==> config.mk <==
export PLATFORM = sky130hd
export DESIGN_NAME = rxacl_buf_drain_ctrl
export DESIGN_NICKNAME = d
export VERILOG_FILES = /design/src/rtl/rxacl_buf_drain_ctrl_pkg.sv /design/src/rtl/rxacl_buf_drain_ctrl_len_fifo2.sv /design/src/rtl/rxacl_buf_drain_ctrl.sv
export SDC_FILE = /design/constraint.sdc
export NUM_CORES = 1
export LEC_CHECK = 0
export ABC_AREA = 1
export CAP_MARGIN = 5
export CORE_UTILIZATION = 43
export DETAILED_ROUTE_END_ITERATION = 10
export GPL_TIMING_DRIVEN = 0
export PLACE_DENSITY_LB_ADDON = 0.08
export SKIP_CTS_REPAIR_TIMING = 1
export SLEW_MARGIN = 20
export SYNTH_ARGS = -nofsm -noshare
export SYNTH_HDL_FRONTEND = slang
export SYNTH_SLANG_ARGS = --single-unit
==> constraint.sdc <==
create_clock -name clk_6M -period 2.1 [get_ports clk_6M]
set_input_delay 0.525 -clock clk_6M [delete_from_list [all_inputs] [get_ports clk_6M]]
set_output_delay 0.525 -clock clk_6M [all_outputs]
set_load 0.01 [all_outputs]
==> src/rtl/rxacl_buf_drain_ctrl_pkg.sv <==
// Shared widths, FSM encoding and length helper
// for the RX ACL ping-pong buffer drain path.
package rxacl_buf_drain_ctrl_pkg;

  localparam int ADDR_W = 8;
  localparam int LEN_W  = 10;
  localparam int DATA_W = 32;

  typedef enum logic [2:0] {
    ST_IDLE,
    ST_RD,
    ST_CAP,
    ST_PRES,
    ST_ADV
  } state_t;

  // Index of the final 32-bit word holding a payload of len bytes.
  function automatic logic [ADDR_W-1:0] last_idx(
    input logic [LEN_W-1:0] len
  );
    logic [ADDR_W-1:0] w;
    w = len[LEN_W-1:2];
    return (len[1:0] == 2'b00) ? w - ADDR_W'(1) : w;
  endfunction

endpackage

==> src/rtl/rxacl_buf_drain_ctrl_len_fifo2.sv <==
// Two-entry length FIFO, one slot per SRAM bank.
// A same-cycle push and pop keeps the count unchanged.
import rxacl_buf_drain_ctrl_pkg::*;

module rxacl_len_fifo2 (
  input  logic             clk_6M,
  input  logic             rstz,
  input  logic             push,
  input  logic             pop,
  input  logic [LEN_W-1:0] din,
  output logic [LEN_W-1:0] head,
  output logic [1:0]       count
);

  logic [LEN_W-1:0] slot0;
  logic [LEN_W-1:0] slot1;

  assign head = slot0;

  // Slot 0 always holds the oldest pending length.
  always_ff @(posedge clk_6M) begin
    if (!rstz) begin
      slot0 <= '0;
      slot1 <= '0;
      count <= '0;
    end else begin
      case ({push, pop})
        2'b11: begin
          if (count == 2'd2) begin
            slot0 <= slot1;
            slot1 <= din;
          end else begin
            slot0 <= din;
          end
        end
        2'b01: begin
          slot0 <= slot1;
          slot1 <= '0;
          count <= count - 2'd1;
        end
        2'b10: begin
          if (count == 2'd0) slot0 <= din;
          else               slot1 <= din;
          count <= count + 2'd1;
        end
        default: ;
      endcase
    end
  end

endmodule

==> src/rtl/rxacl_buf_drain_ctrl.sv <==
// Read-side sequencer: drains the oldest committed bank
// word by word to the host and retires the bank.
import rxacl_buf_drain_ctrl_pkg::*;

module rxacl_buf_drain_ctrl (
  input  logic              clk_6M,
  input  logic              rstz,
  input  logic              rx_commit_p,
  input  logic [LEN_W-1:0]  rx_pylenByte,
  input  logic              flush_p,
  input  logic              host_rdy,
  input  logic [DATA_W-1:0] bsm_dout,
  output logic [ADDR_W-1:0] bsm_addr,
  output logic              bsm_cs,
  output logic              bsm_valid_p,
  output logic [DATA_W-1:0] host_data,
  output logic              host_valid,
  output logic              host_sop,
  output logic              host_eop,
  output logic [LEN_W-1:0]  host_len,
  output logic              buf_full,
  output logic              ovf_p
);

  state_t            state;
  state_t            state_n;
  logic [ADDR_W-1:0] addr;
  logic [ADDR_W-1:0] addr_n;
  logic              sop_flag;
  logic              sop_n;
  logic              pop;
  logic              push;
  logic              cap;
  logic              commit_ok;
  logic              flush_eff;
  logic [1:0]        cnt;
  logic [LEN_W-1:0]  head;
  logic [ADDR_W-1:0] last;

  assign commit_ok = rx_commit_p && (rx_pylenByte != '0);
  assign push      = commit_ok && ((cnt != 2'd2) || pop);
  assign flush_eff = flush_p && (cnt != 2'd0);
  assign last      = last_idx(head);

  rxacl_len_fifo2 u_len_fifo (
    .clk_6M (clk_6M),
    .rstz   (rstz),
    .push   (push),
    .pop    (pop),
    .din    (rx_pylenByte),
    .head   (head),
    .count  (cnt)
  );

  // Next state, word pointer and read-port strobes.
  always_comb begin
    state_n     = state;
    addr_n      = addr;
    sop_n       = sop_flag;
    bsm_cs      = 1'b0;
    bsm_valid_p = 1'b0;
    host_valid  = 1'b0;
    pop         = 1'b0;
    cap         = 1'b0;
    if (flush_eff) begin
      state_n = ST_ADV;
      addr_n  = last;
    end else begin
      unique case (state)
        ST_IDLE: begin
          if (cnt != 2'd0) begin
            addr_n  = '0;
            sop_n   = 1'b1;
            state_n = ST_RD;
          end
        end
        ST_RD: begin
          bsm_cs  = 1'b1;
          state_n = ST_CAP;
        end
        ST_CAP: begin
          cap     = 1'b1;
          state_n = ST_PRES;
        end
        ST_PRES: begin
          host_valid = 1'b1;
          if (host_rdy) state_n = ST_ADV;
        end
        ST_ADV: begin
          bsm_valid_p = 1'b1;
          sop_n       = 1'b0;
          if (addr == last) begin
            pop     = 1'b1;
            state_n = ST_IDLE;
          end else begin
            addr_n  = addr + ADDR_W'(1);
            state_n = ST_RD;
          end
        end
        default: state_n = ST_IDLE;
      endcase
    end
  end

  // FSM registers.
  always_ff @(posedge clk_6M) begin
    if (!rstz) begin
      state    <= ST_IDLE;
      addr     <= '0;
      sop_flag <= 1'b0;
    end else begin
      state    <= state_n;
      addr     <= addr_n;
      sop_flag <= sop_n;
    end
  end

  // Capture SRAM data and flag dropped commits.
  always_ff @(posedge clk_6M) begin
    if (!rstz) begin
      host_data <= '0;
      ovf_p     <= 1'b0;
    end else begin
      if (cap) host_data <= bsm_dout;
      ovf_p <= commit_ok && (cnt == 2'd2) && !pop;
    end
  end

  assign bsm_addr = addr;
  assign host_sop = host_valid && sop_flag;
  assign host_eop = host_valid && (addr == last);
  assign host_len = host_valid ? head : '0;
  assign buf_full = (cnt == 2'd2);

endmodule

==> results_tabular.tex <==
% Implementation results table
\begin{tabular}{lr}
\hline
Metric & Value \\
\hline
\multicolumn{2}{l}{\textbf{Logic synthesis}} \\
\quad Simple-gate portion of the synthesized area & 38.6\% \\
\quad Post-synthesis cell count from yosys & roughly 570 \\
\quad Net count after synthesis & 619 \\
\quad Cell count after synthesis & approximately 570 \\
\quad Number of unique standard cell types used by synthesis & 32 \\
\quad Dominant cells by area after synthesis & dfxtp\_1, nor2\_1, nand2\_1 \\
\quad Register bit total from synthesis & 67 \\
\quad Post-synthesis average cell area & 6.39 sq um \\
\quad Top cell types by occurrence after synthesis & nor2\_1, nand2\_1, dfxtp\_1 \\
\quad Most common flop cell mapped by yosys & dfxtp\_1 \\
\quad Fraction of registers with async set or reset after synthesis & 0\% \\
\quad XOR Share, Synth & 1.34\% \\
\quad Compound-gate portion of the synthesized area & 13.5\% \\
\quad EDFF count, synth & 0 \\
\multicolumn{2}{l}{\textbf{Finish}} \\
\quad Most common cell after layout, fill and taps aside & nor2\_1 \\
\quad ANT cells & 0 \\
\quad Most instantiated logic cells after routing & nor2\_1, nand2\_1, clkdlybuf4s50\_1, o21ai\_0, dfxtp\_1 \\
\quad Final Instance Area & 5510 sq um \\
\quad Share of layout cells above drive strength 1 & 19.3\% \\
\quad Count of non-filler cells in the finished layout & 824 \\
\multicolumn{2}{l}{\textbf{Hold path}} \\
\quad Endpoint of the worst hold-timing path & u\_len\_fifo.slot1[3]\$\_SDFFE\_PN0P\_ \\
\quad Launch point of the worst hold path & u\_len\_fifo.slot1[3]\$\_SDFFE\_PN0P\_ \\
\multicolumn{2}{l}{\textbf{Worst setup path}} \\
\quad Critical Setup Path Class & reg -> out \\
\quad Crit path launch & u\_len\_fifo.head[1]\$\_SDFFE\_PN0P\_ \\
\quad Worst-path cell with the longest stage delay & dfxtp\_4 \\
\quad Critical path fanouts, max & 8 \\
\quad Cell count of the worst reg-to-reg path & 18 \\
\quad Number of buffers and inverters on the critical path & 3 \\
\quad Maximum single-stage delay on the critical path & 0.37 ns \\
\quad Capturing instance or port of the critical path & host\_eop \\
\quad Family of cells with the greatest summed delay on the critical path & simple AND/OR/NAND/NOR gates \\
\quad Critical path, cell by cell & nor2\_8 -> nand2\_4 -> nor2\_4 -> nand2\_2 -> nand2\_2 -> nand2\_2 -> nand2\_1 -> nand2\_2 -> inv\_2 -> nand2\_2 -> nor2\_4 -> inv\_2 -> nor2\_2 -> buf\_2 \\
\multicolumn{2}{l}{\textbf{Global route}} \\
\quad Vias in the first global route & 3783 \\
\quad Antenna violations before repair & 0 \\
\quad All-layer global routing usage & 23.7\% \\
\quad Maximum number of pins on one net before global-route repair & 13 \\
\quad Sum of overflow across all layers after global routing & 0 \\
\multicolumn{2}{l}{\textbf{Timing}} \\
\quad Minimum setup slack in the final design & -0.386 ns \\
\quad Shortest clock period the worst path allows after layout & 2.49 ns \\
\quad Final hold slack & just over 0.5 ns \\
\quad Slew @ Worst Pin & 0.496 ns \\
\quad Final Max Tran Viols & 0 \\
\quad Setup clock skew after layout & 0.0101 ns \\
\quad Final setup TNS & -1.03 ns \\
\quad Final setup violation count & 21 \\
\quad Number of endpoints with negative hold slack in the final report & 0 \\
\multicolumn{2}{l}{\textbf{Route}} \\
\quad DR iter-0 viols & 149 \\
\quad Routed wire per std cell & 12.9 um \\
\quad DRT antenna net count & 0 \\
\quad Via density per instance & 5.05 \\
\quad DRC violation count after routing & 0 \\
\quad Number of iterations in the first detailed-routing pass & 4 \\
\multicolumn{2}{l}{\textbf{Placement}} \\
\quad Number of port buffers & 103 \\
\quad Area after detailed placement & about 4800 sq um \\
\quad Detailed-placement wirelength estimate & 7490 um \\
\multicolumn{2}{l}{\textbf{Power}} \\
\quad Peak supply drop & 0.000481 V \\
\quad Total power per unit cell area & 791 nW/um\^{}2 \\
\quad LEAKAGE & 2.49 nW \\
\quad PnR Total Power & 4.36 mW \\
\multicolumn{2}{l}{\textbf{CTS}} \\
\quad Maximum clock insertion buffer count & 2 \\
\quad TritonCTS buffer count & 9 \\
\quad CTS Root Cell & clkbuf\_8 \\
\quad Clock transition at the registers of the reported paths & 0.07 ns \\
\quad Count of H-tree levels built during CTS & 3 \\
\multicolumn{2}{l}{\textbf{Outcome}} \\
\quad Violated checks & setup timing \\
\quad Run status & complete, but fails checks \\
\multicolumn{2}{l}{\textbf{Floorplanning}} \\
\quad Number of core rows & 33 \\
\quad Die W & 94.0 um \\
\quad Die boundary height & 94.0 um \\
\quad Die area & roughly 8800 sq um \\
\multicolumn{2}{l}{\textbf{Run}} \\
\quad Tool Warnings & 27 \\
\hline
\end{tabular}
==> where the power goes <==
part | internal [mW] | switching (mW) | leakage, nW
combinational | 0.706 | 0.781 | 1.82
sequential | 1.43 | 0.141 | 0.551
clock | 0.791 | 0.511 | 0.113
total | 2.92 | 1.43 | 2.49
==> metal layers <==
metal	GRT usage, %	part of all wire (%)	up-vias	wire, um
met3	5.99	7.0	17	747
met4	9.87	1.8	0	194
met1	28.7	43	1910	4580
met5	0	0	-	0
met2	39.7	48	128	5090
li1	-	-	2107	-
==> area by class of cell <==
cell class                 count  area, sq um
fill                         718         2710
clock buffer                  10          128
multi-input combinational    422         2140
clock inverter                 6          114
tap                          105          131
inverter                      55          211
timing repair buffer         133         1230
sequential                    67         1360
buffer                        26          194
Signal wires on met1:
Supply wires on this layer in gray.
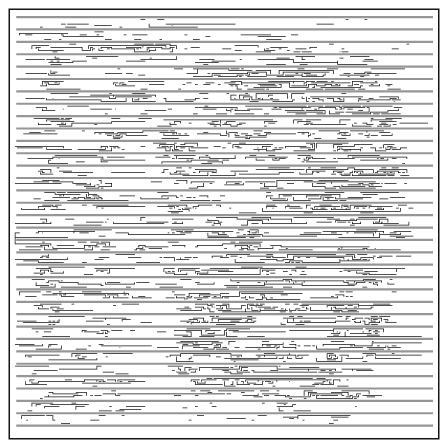
The wires run mostly horizontal. The longest straight run is 31.7 um. 684 nets have wire on it.
vias: 4162
Total Routed Length: 10600 um
met1 GRT Util: 28.7%

M2 wires:
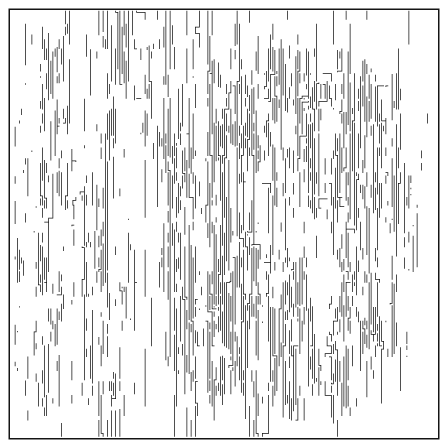
629 nets have wire on it. The layer holds 48% of the routed length.
met2 track demand over resource: 39.7%

Metal 3:
Scale bar: 20 um.
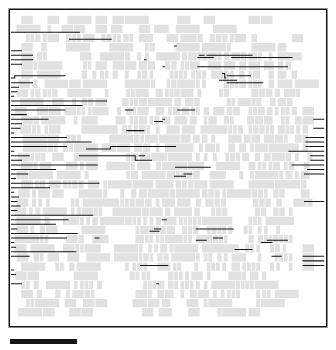
The longest straight run is 28.3 um. 87 nets have wire on it.
GR Layer Usage met3: 5.99%

M4 wires:
Supply wires on this layer in gray.
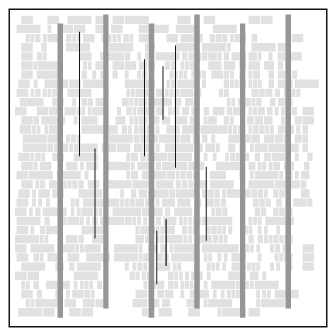
The longest straight run is 36.7 um. The layer holds 1.8% of the routed length. 6 nets have wire on it. The layer carries 195 um of wire.

No activity file was given, so power comes from the tool's default toggle rates.
